**src/rtl/ahb_apb_pkg.sv**
```systemverilog
// Shared AHB/APB bridge types: AMBA encodings, ctrl FIFO entry layout and APB FSM states.
package ahb_apb_pkg;

    localparam int HADDR_W  = 8;
    localparam int PDATA_W  = 32;
    localparam int PSTRB_W  = PDATA_W / 8;
    localparam int CTRL_W   = 1 + 2 + 3 + 3 + HADDR_W;

    typedef enum logic [1:0] {
        HTRANS_IDLE   = 2'b00,
        HTRANS_BUSY   = 2'b01,
        HTRANS_NONSEQ = 2'b10,
        HTRANS_SEQ    = 2'b11
    } htrans_e;

    typedef enum logic [2:0] {
        HBURST_SINGLE = 3'b000,
        HBURST_INCR   = 3'b001,
        HBURST_WRAP4  = 3'b010,
        HBURST_INCR4  = 3'b011,
        HBURST_WRAP8  = 3'b100,
        HBURST_INCR8  = 3'b101,
        HBURST_WRAP16 = 3'b110,
        HBURST_INCR16 = 3'b111
    } hburst_e;

    typedef enum logic [2:0] {
        HSIZE_BYTE  = 3'b000,
        HSIZE_HALF  = 3'b001,
        HSIZE_WORD  = 3'b010,
        HSIZE_DWORD = 3'b011
    } hsize_e;

    // Ctrl FIFO entry, MSB first: {write, trans, burst, size, addr}.
    typedef struct packed {
        logic               write;
        htrans_e            trans;
        hburst_e            burst;
        hsize_e             size;
        logic [HADDR_W-1:0] addr;
    } ctrl_t;

    typedef enum logic [1:0] {
        P_IDLE   = 2'b00,
        P_SETUP  = 2'b01,
        P_ACCESS = 2'b10
    } apb_state_e;

endpackage

```
**src/rtl/apb_pstrb_gen.sv**
```systemverilog
// Byte-lane strobe generator for a 32-bit data path from transfer size and address LSBs.
// Latency: purely combinational, zero cycles.
// Backpressure: none; reads always yield an all-zero strobe.
module apb_pstrb_gen
    import ahb_apb_pkg::*;
(
    input  logic       write,
    input  logic [2:0] size,
    input  logic [1:0] addr_lo,
    output logic [3:0] pstrb
);

    always_comb begin
        pstrb = 4'b0000;
        if (write) begin
            case (size)
                HSIZE_BYTE: pstrb = 4'b0001 << addr_lo;
                // Halfwords are lane-aligned: addr[0] does not shift the pair.
                HSIZE_HALF: pstrb = 4'b0011 << {addr_lo[1], 1'b0};
                default:    pstrb = 4'b1111;
            endcase
        end
    end

endmodule

```
**src/rtl/apb_master.sv**
```systemverilog
// APB requester for the AHB-to-APB bridge: pops ctrl/wdata FIFOs, runs one APB transfer at a time, pushes read data.
// Latency: go in cycle N -> PSEL in N+1 -> PENABLE in N+2; completes at the first PREADY in ACCESS.
// Backpressure: starts only when the head entry's data (write) or read space (read) is available; PREADY stalls ACCESS.
module apb_master
    import ahb_apb_pkg::*;
#(
    parameter int paddrWidth = 8,
    parameter int pdataWidth = 32,
    parameter int CTRL_W     = 1 + 2 + 3 + 3 + paddrWidth
) (
    input  logic                  PCLK,
    input  logic                  PRESET,

    input  logic                  ctrl_empty,
    input  logic [CTRL_W-1:0]     ctrl_rdata,
    output logic                  ctrl_ren,

    input  logic                  ahb_data_empty,
    input  logic [pdataWidth-1:0] ahb_data_rdata,
    output logic                  ahb_data_ren,

    input  logic                  apb_data_full,
    output logic                  apb_data_wen,
    output logic [pdataWidth-1:0] apb_data_wdata,

    output logic                  PSEL,
    output logic                  PENABLE,
    output logic                  PWRITE,
    output logic [paddrWidth-1:0] PADDR,
    output logic [pdataWidth-1:0] PWDATA,
    output logic [3:0]            PSTRB,
    input  logic [pdataWidth-1:0] PRDATA,
    input  logic                  PREADY,
    input  logic                  PSLVERR,

    output logic                  slverr_o
);

    localparam int SIZE_LSB  = paddrWidth;
    localparam int BURST_LSB = paddrWidth + 3;
    localparam int TRANS_MSB = paddrWidth + 7;
    localparam int WRITE_BIT = paddrWidth + 8;

    // Head-of-FIFO ctrl fields; trans/burst carry no meaning here.
    logic                  hd_write;
    logic [2:0]            hd_size;
    logic [paddrWidth-1:0] hd_addr;
    logic [3:0]            hd_pstrb;
    logic                  unused_hd_fields;

    assign hd_write         = ctrl_rdata[WRITE_BIT];
    assign hd_size          = ctrl_rdata[SIZE_LSB+2:SIZE_LSB];
    assign hd_addr          = ctrl_rdata[paddrWidth-1:0];
    assign unused_hd_fields = ^ctrl_rdata[TRANS_MSB:BURST_LSB];

    apb_pstrb_gen u_pstrb_gen (
        .write   (hd_write),
        .size    (hd_size),
        .addr_lo (hd_addr[1:0]),
        .pstrb   (hd_pstrb)
    );

    apb_state_e            state_q, state_d;
    logic                  psel_q, psel_d;
    logic                  penable_q, penable_d;
    logic                  pwrite_q, pwrite_d;
    logic [paddrWidth-1:0] paddr_q, paddr_d;
    logic [pdataWidth-1:0] pwdata_q, pwdata_d;
    logic [3:0]            pstrb_q, pstrb_d;

    logic go;
    logic load;
    logic ctrl_pop;
    logic wd_pop;
    logic rd_push;
    logic err_pulse;

    // Read space is only checked here: at most one read is ever in flight.
    assign go = !ctrl_empty && (hd_write ? !ahb_data_empty : !apb_data_full);

    always_comb begin
        state_d   = state_q;
        psel_d    = psel_q;
        penable_d = penable_q;
        pwrite_d  = pwrite_q;
        paddr_d   = paddr_q;
        pwdata_d  = pwdata_q;
        pstrb_d   = pstrb_q;
        load      = 1'b0;
        rd_push   = 1'b0;
        err_pulse = 1'b0;

        case (state_q)
            P_IDLE: begin
                load = go;
            end
            P_SETUP: begin
                state_d   = P_ACCESS;
                penable_d = 1'b1;
            end
            P_ACCESS: begin
                if (PREADY) begin
                    rd_push   = !pwrite_q;
                    err_pulse = PSLVERR;
                    if (go) begin
                        load = 1'b1;
                    end else begin
                        state_d   = P_IDLE;
                        psel_d    = 1'b0;
                        penable_d = 1'b0;
                    end
                end
            end
            default: begin
                state_d   = P_IDLE;
                psel_d    = 1'b0;
                penable_d = 1'b0;
            end
        endcase

        // A pop always lands in SETUP, whether from IDLE or back-to-back from ACCESS.
        if (load) begin
            state_d   = P_SETUP;
            psel_d    = 1'b1;
            penable_d = 1'b0;
            pwrite_d  = hd_write;
            paddr_d   = hd_addr;
            pwdata_d  = hd_write ? ahb_data_rdata : '0;
            pstrb_d   = hd_pstrb;
        end

        ctrl_pop = load;
        wd_pop   = load && hd_write;
    end

    always_ff @(posedge PCLK or posedge PRESET) begin
        if (PRESET) begin
            state_q   <= P_IDLE;
            psel_q    <= 1'b0;
            penable_q <= 1'b0;
            pwrite_q  <= 1'b0;
            paddr_q   <= '0;
            pwdata_q  <= '0;
            pstrb_q   <= 4'b0000;
        end else begin
            state_q   <= state_d;
            psel_q    <= psel_d;
            penable_q <= penable_d;
            pwrite_q  <= pwrite_d;
            paddr_q   <= paddr_d;
            pwdata_q  <= pwdata_d;
            pstrb_q   <= pstrb_d;
        end
    end

    // FIFO strobes are combinational; masking by PRESET keeps them quiet while reset is held.
    assign ctrl_ren       = ctrl_pop && !PRESET;
    assign ahb_data_ren   = wd_pop && !PRESET;
    assign apb_data_wen   = rd_push && !PRESET;
    assign apb_data_wdata = apb_data_wen ? PRDATA : '0;
    assign slverr_o       = err_pulse && !PRESET;

    assign PSEL    = psel_q;
    assign PENABLE = penable_q;
    assign PWRITE  = pwrite_q;
    assign PADDR   = paddr_q;
    assign PWDATA  = pwdata_q;
    assign PSTRB   = pstrb_q;

endmodule

```
**config.mk**
```make
export PLATFORM = sky130hd
export DESIGN_NAME = apb_master
export DESIGN_NICKNAME = d
export VERILOG_FILES = /design/src/rtl/ahb_apb_pkg.sv /design/src/rtl/apb_pstrb_gen.sv /design/src/rtl/apb_master.sv
export SDC_FILE = /design/constraint.sdc
export NUM_CORES = 1
export LEC_CHECK = 0
export CORE_MARGIN = 5
export CORE_UTILIZATION = 37
export DETAILED_ROUTE_END_ITERATION = 10
export PLACE_DENSITY = 0.86
export SYNTH_ARGS = -nofsm -noshare
export SYNTH_HDL_FRONTEND = slang
export SYNTH_SLANG_ARGS = --single-unit
export TNS_END_PERCENT = 100
```
**constraint.sdc**
```tcl
create_clock -name PCLK -period 3.8 [get_ports PCLK]
set_input_delay 0.57 -clock PCLK [delete_from_list [all_inputs] [get_ports PCLK]]
set_output_delay 0.57 -clock PCLK [all_outputs]
set_load 0.01 [all_outputs]
```
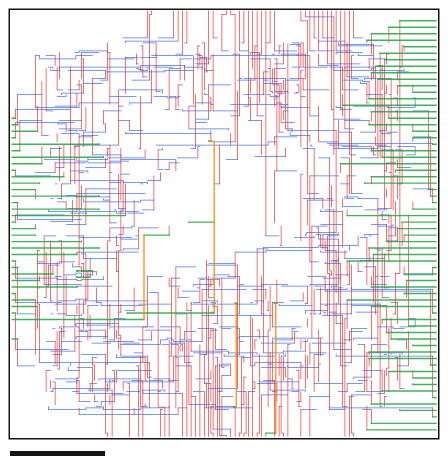
*Metal layers overlaid, run 1*
The bar under the picture is 20 µm long.
Key: M4 = orange [wire length 104 µm]; M3 = green [wire length 914 µm]; M2 = red [wire length 3650 µm]; M1 = blue [wire length 2470 µm]

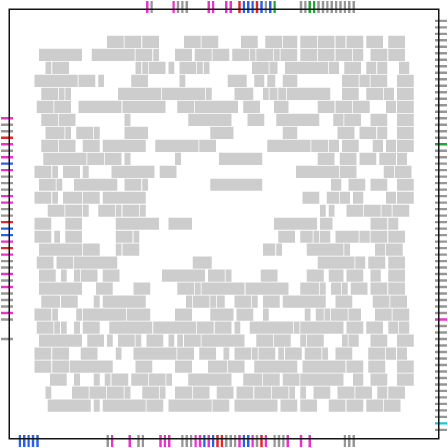
*I/O pins on the die edge, run 1*
Pins as bars across the die edge, other pins in grey.
Key: PADDR = red [pins 8, direction output, edge 3 left, 3 bottom, 2 top]; PENABLE = cyan [pins 1, direction output, edge right]; PSTRB = green [pins 4, direction output, edge 3 top, 1 right]; PWDATA = magenta [pins 32, direction output, edge 14 bottom, 11 left, 6 top, 1 right]; ctrl_rdata = blue [pins 17, direction input, edge 9 bottom, 5 top, 3 left]

==> results.toml, run 1 <==
# synthesis and place-and-route metrics
[clock_tree]
cts.sinks = 48
clk_latency_ns = 0.30
cts.path.max_buffers = 2

[routing]
avgViaCountPerCell = 4.559
post_drt_wl_per_cell_um = 15.22
drt_first_pass_iters = 4
drt-met1-wl_um = 2472
drt_iter0_drc = 27

[logic_synthesis]
largest_area_cell = "dfrtp_1"
adder_share_pct = 0
yosysSeqAreaShare_pct = 51.17
yosysTopAreaCellShare_pct = 51.17
synth-main-ff-cell = "dfrtp_1"
yosys_cells = 228
syn_area_per_cell_um2 = 10.29

[global_routing]
grt_util_met3_pct = 7.026
grt_pass1_vias = 2249

[power]
pwr-share-clk_pct = 21.9
power_density_nw_per_um2 = 396.8

[setup_path]
path_class = "primary input to output pin"
start_kind = "primary input"
r2r_cells = 4

[layout]
fillers = 501
num-nonclk-inverters = 35
biggestCellCategory = "buffers"
buffer_area_share_pct = 40.51
comb_area_um2 = 933.4
lay_top_count = "clkdlybuf4s50_1"
flops = 48
stdcell_count = 469

[final_timing]
maxSlewViolCount = 0
finalClockSkew_ns = 0.01053
rsz0062_at_grt = "false"

[min_path]
hold_end = "PSEL$_DFFE_PP0P_"

[floorplanning]
die_width_um = 89.65
rows = 29

[run_status]
status = "finished, final reports clean"

[job]
cap_violations = 0
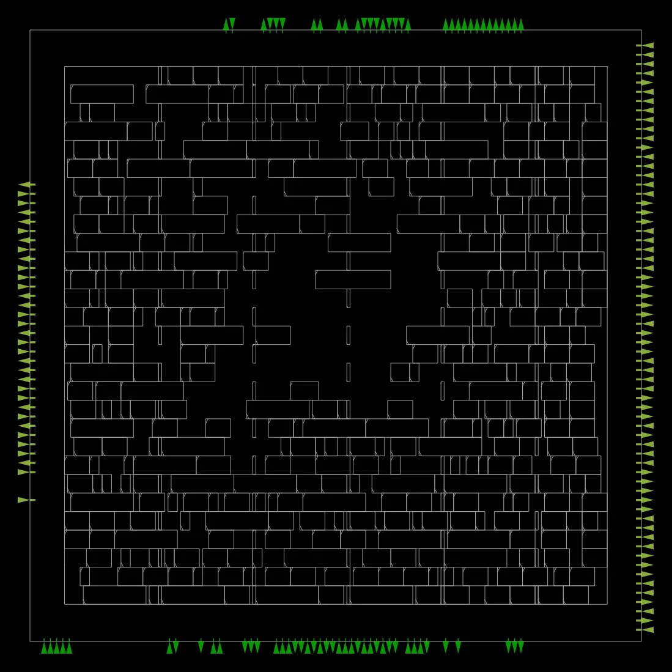
*Placement view, run 1*
Core ar.: 6277 µm²
final core utilization: 66.14%

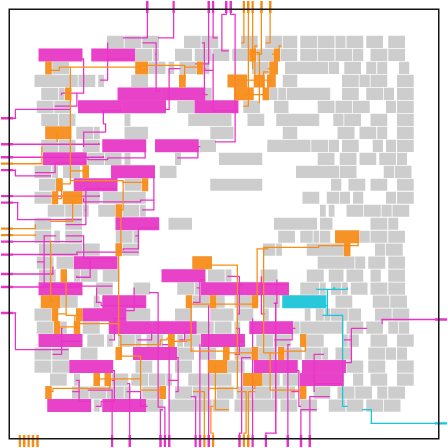
*I/O nets highlighted, run 1*
Key: PENABLE = cyan [bits 1, direction output, edge right, end cells 1, wire 55.4 µm]; PWDATA = magenta [bits 32, direction output, edge 14 bottom, 11 left, 6 top, 1 right, end cells 32, wire 963 µm]; ctrl_rdata = orange [bits 17, direction input, edge 9 bottom, 5 top, 3 left, end cells 48, wire 577 µm]

run 1: metrics by stage:
step / utilization, % / worst slack (ns) / cell area (µm²)
finish: 66.14 / 0.8130 / 4151
global placement: 64.42 / 0.8211 / 4044
global route: 66.14 / 0.6826 / 4151
CTS: 66.14 / 0.7801 / 4151
detailed placement: 64.42 / 0.7848 / 4044
floorplan: - / 1.343 / 2347
run 1: flip-flops by register name, summed over array words and instances (netlist names):
| register | count |
|---|---|
| PWDATA | 32 |
| PADDR | 8 |
| PSTRB | 4 |
| state_q | 2 |
| PSEL | 1 |
| PWRITE | 1 |
run 1: critical path, delay by kind of cell:
family | cells | cell delay (ns)
AND/OR/NAND/NOR | 3 | 0.46
buffers and inverters | 3 | 1.38
### Clock distribution, run 1

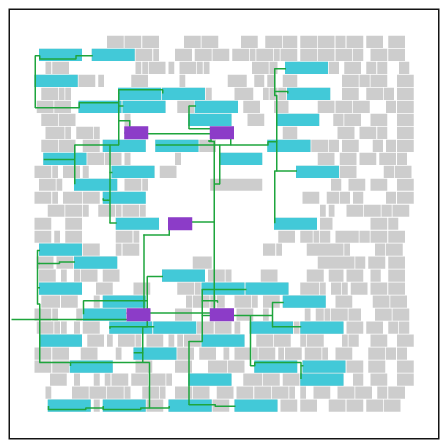

==> run 1 -> run 2 <==
--- a/config.mk
+++ b/config.mk
@@ -6,9 +6,9 @@
 export NUM_CORES = 1
 export LEC_CHECK = 0
 export CORE_MARGIN = 5
-export CORE_UTILIZATION = 37
+export CORE_UTILIZATION = 31
 export DETAILED_ROUTE_END_ITERATION = 10
-export PLACE_DENSITY = 0.86
+export PLACE_DENSITY = 0.77
 export SYNTH_ARGS = -nofsm -noshare
 export SYNTH_HDL_FRONTEND = slang
 export SYNTH_SLANG_ARGS = --single-unit
==> constraint.sdc (replaced) <==
create_clock -name PCLK -period 2.7 [get_ports PCLK]
set_input_delay 0.405 -clock PCLK [delete_from_list [all_inputs] [get_ports PCLK]]
set_output_delay 0.405 -clock PCLK [all_outputs]
set_load 0.01 [all_outputs]
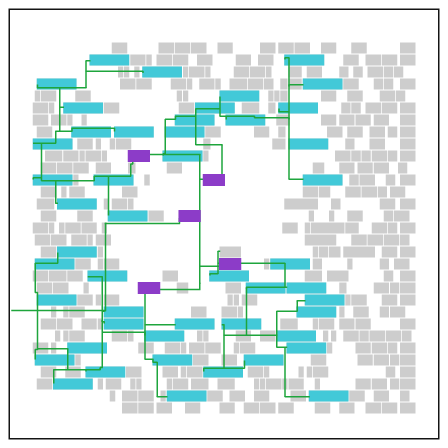
*Clock distribution, run 2*
Key: clock-net drivers = purple [count 5]; flip-flops = cyan [count 48]; clock wires = green [length 598 µm]
There are 6 routed clock nets.

==> results.toml, run 2 <==
# synthesis and place-and-route metrics
[clock_tree]
cts.sinks = 48
clk_latency_ns = 0.29

[logic_synthesis]
adder_share_pct = 0
synth-main-ff-cell = "dfrtp_1"
largest_area_cell = "dfrtp_1"
yosysTopAreaCellShare_pct = 51.17
yosysSeqAreaShare_pct = 51.17
synthAoiAreaFrac_pct = 3.412
yosys_cells = 228
syn_area_per_cell_um2 = 10.29

[global_routing]
grt_util_met3_pct = 6.403

[place]
pre_cts_ws_ns = 0.1122

[setup_path]
r2r_cells = 4
critPathTopFamily = "buffers and inverters"
reg2reg_from = "state_q[0]$_DFFE_PP0P_"
path_class = "primary input to output pin"
path_depth = 6
start_kind = "primary input"
path_buffers = 3
crit_arrival_ns = 2.16

[layout]
comb_area_um2 = 933.4
buffer_area_share_pct = 40.85
stdcell_count = 492
fillers = 636
lay_top_count = "clkdlybuf4s50_1"
postLayoutCellArea_um2 = 4197
fin_util_pct = 57.25
num-nonclk-inverters = 35
largest_reg_flops = 32
flops = 48
biggestCellCategory = "buffers"

[final_timing]
setup_slack_ns = 0.1384
maxSlewViolCount = 0
rsz0062_at_grt = "false"
hold_violations = 0

[power]
power_density_nw_per_um2 = 535.4

[routing]
drt_first_pass_iters = 4
drt_iter0_drc = 53
topRoutingLayerUsed = "met4"
drt-met1-wl_um = 2714
avgViaCountPerCell = 4.388

[min_path]
hold_end = "PSEL$_DFFE_PP0P_"

[floorplanning]
coreArea_um2 = 7331
rows = 31
die_width_um = 97.02

[job]
cap_violations = 0

[run_status]
status = "finished, final reports clean"
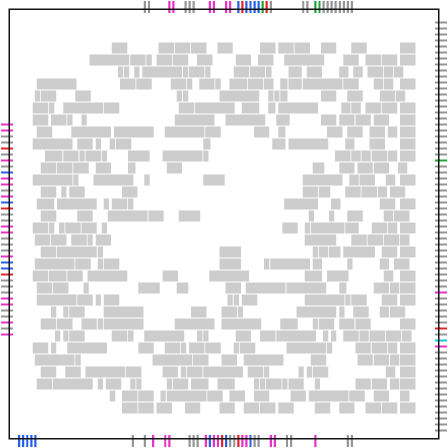
*I/O pins on the die edge, run 2*
Pins as bars across the die edge, other pins in grey.
Key: PSTRB = green [pins 4, direction output, edge 3 top, 1 right]; PENABLE = cyan [pins 1, direction output, edge right]; ctrl_rdata = blue [pins 17, direction input, edge 8 bottom, 5 top, 4 left]; PADDR = red [pins 8, direction output, edge 3 left, 2 top, 2 bottom, 1 right]; PWDATA = magenta [pins 32, direction output, edge 13 left, 11 bottom, 6 top, 2 right]
All pins by edge: 69 right, 36 left, 34 bottom, 32 top.

## run 2: cell count changes in the layout (fill, tap and decap cells not counted)
cell / before / now
clkbuf_1: 1 / 0
clkinv_2: 1 / 2
bufinv_16: 1 / 0
clkbuf_8: 5 / 6
buf_12: 0 / 2
buf_4: 4 / 3
## run 2: cell families after synthesis
family | after synthesis
and+or+nand+nor | 80
DFF | 48
buffers and inverters | 48
muxes | 41
AOI/OAI and AO/OA | 11
## run 2: power by group
group / total (mW) / internal (mW) / switching, mW / leakage, nW
Clock: 0.437 / 0.205 / 0.232 / 0.0510
Sequential: 0.974 / 0.882 / 0.0923 / 0.601
Combinational: 0.836 / 0.520 / 0.316 / 1.33
==> run 2 -> run 3 <==
--- a/config.mk
+++ b/config.mk
@@ -5,6 +5,7 @@
 export SDC_FILE = /design/constraint.sdc
 export NUM_CORES = 1
 export LEC_CHECK = 0
+export ABC_CLOCK_PERIOD_IN_PS = 2700
 export CORE_MARGIN = 5
 export CORE_UTILIZATION = 31
 export DETAILED_ROUTE_END_ITERATION = 10
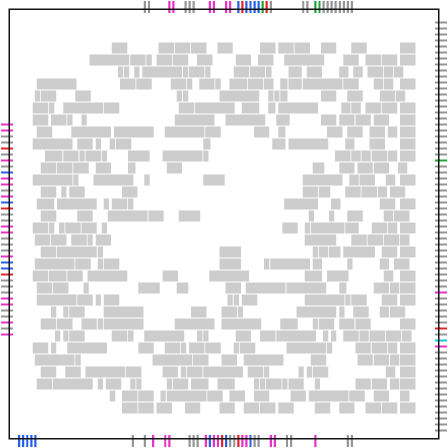
*I/O pins on the die edge, run 3*
Pins as bars across the die edge, other pins in grey.
Key: PENABLE = cyan [pins 1, direction output, edge right]; PSTRB = green [pins 4, direction output, edge 3 top, 1 right]; PWDATA = magenta [pins 32, direction output, edge 13 left, 11 bottom, 6 top, 2 right]; ctrl_rdata = blue [pins 17, direction input, edge 8 bottom, 5 top, 4 left]; PADDR = red [pins 8, direction output, edge 3 left, 2 top, 2 bottom, 1 right]

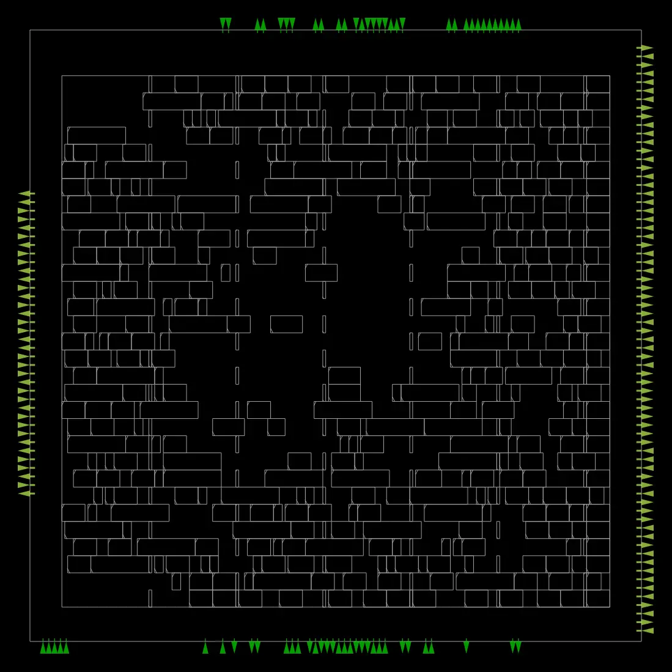
*Placement view, run 3*
Fillers: 636
final core utilization: 57.25%
non-filler instance count after layout: 492

==> results.toml, run 3 <==
# synthesis and place-and-route metrics
[run_status]
status = "finished, final reports clean"

[layout]
flops = 48
lay_top_count = "clkdlybuf4s50_1"
buffer_area_share_pct = 40.85
postLayoutCellArea_um2 = 4197
largest_reg_flops = 32
num-nonclk-inverters = 35
comb_area_um2 = 933.4

[logic_synthesis]
synthAoiAreaFrac_pct = 3.412
yosys_cells = 228
adder_share_pct = 0
largest_area_cell = "dfrtp_1"
yosysSeqAreaShare_pct = 51.17

[clock_tree]
cts.sinks = 48
clk_latency_ns = 0.29

[power]
power_density_nw_per_um2 = 535.4

[job]
cap_violations = 0

[setup_path]
r2r_cells = 4
path_class = "primary input to output pin"
start_kind = "primary input"

[final_timing]
setup_slack_ns = 0.1384
rsz0062_at_grt = "false"
hold_violations = 0

[routing]
drt_iter0_drc = 53
drt_first_pass_iters = 4
avgViaCountPerCell = 4.388

[min_path]
hold_end = "PSEL$_DFFE_PP0P_"

[floorplanning]
die_width_um = 97.02

[global_routing]
grt_util_met3_pct = 6.403
[run 3: cell counts after synthesis]
No cell type changed its count.
[run 3: how the worst max path moves through the flow]
stage	end	cells after the start
2_1_floorplan	ahb_data_ren	2
3_3_place_gp	apb_data_wdata[1]	6
4_1_cts	apb_data_wdata[4]	6
6_report	apb_data_wdata[4]	6
3_5_place_dp	apb_data_wdata[4]	6
5_1_grt	apb_data_wdata[4]	6
[run 3: worst max-delay path, delay by kind of cell]
| family | cells | cell delay, ns |
|---|---|---|
| buf+inv | 3 | 1.28 |
| simple gates | 3 | 0.47 |
[run 3: report_power, final]
group	total, mW	switching [mW]	internal (mW)
registers	0.974	0.0923	0.882
logic	0.836	0.316	0.520
clock network	0.437	0.232	0.205
total	2.25	0.640	1.61
Power and IR drop assume default switching activity.
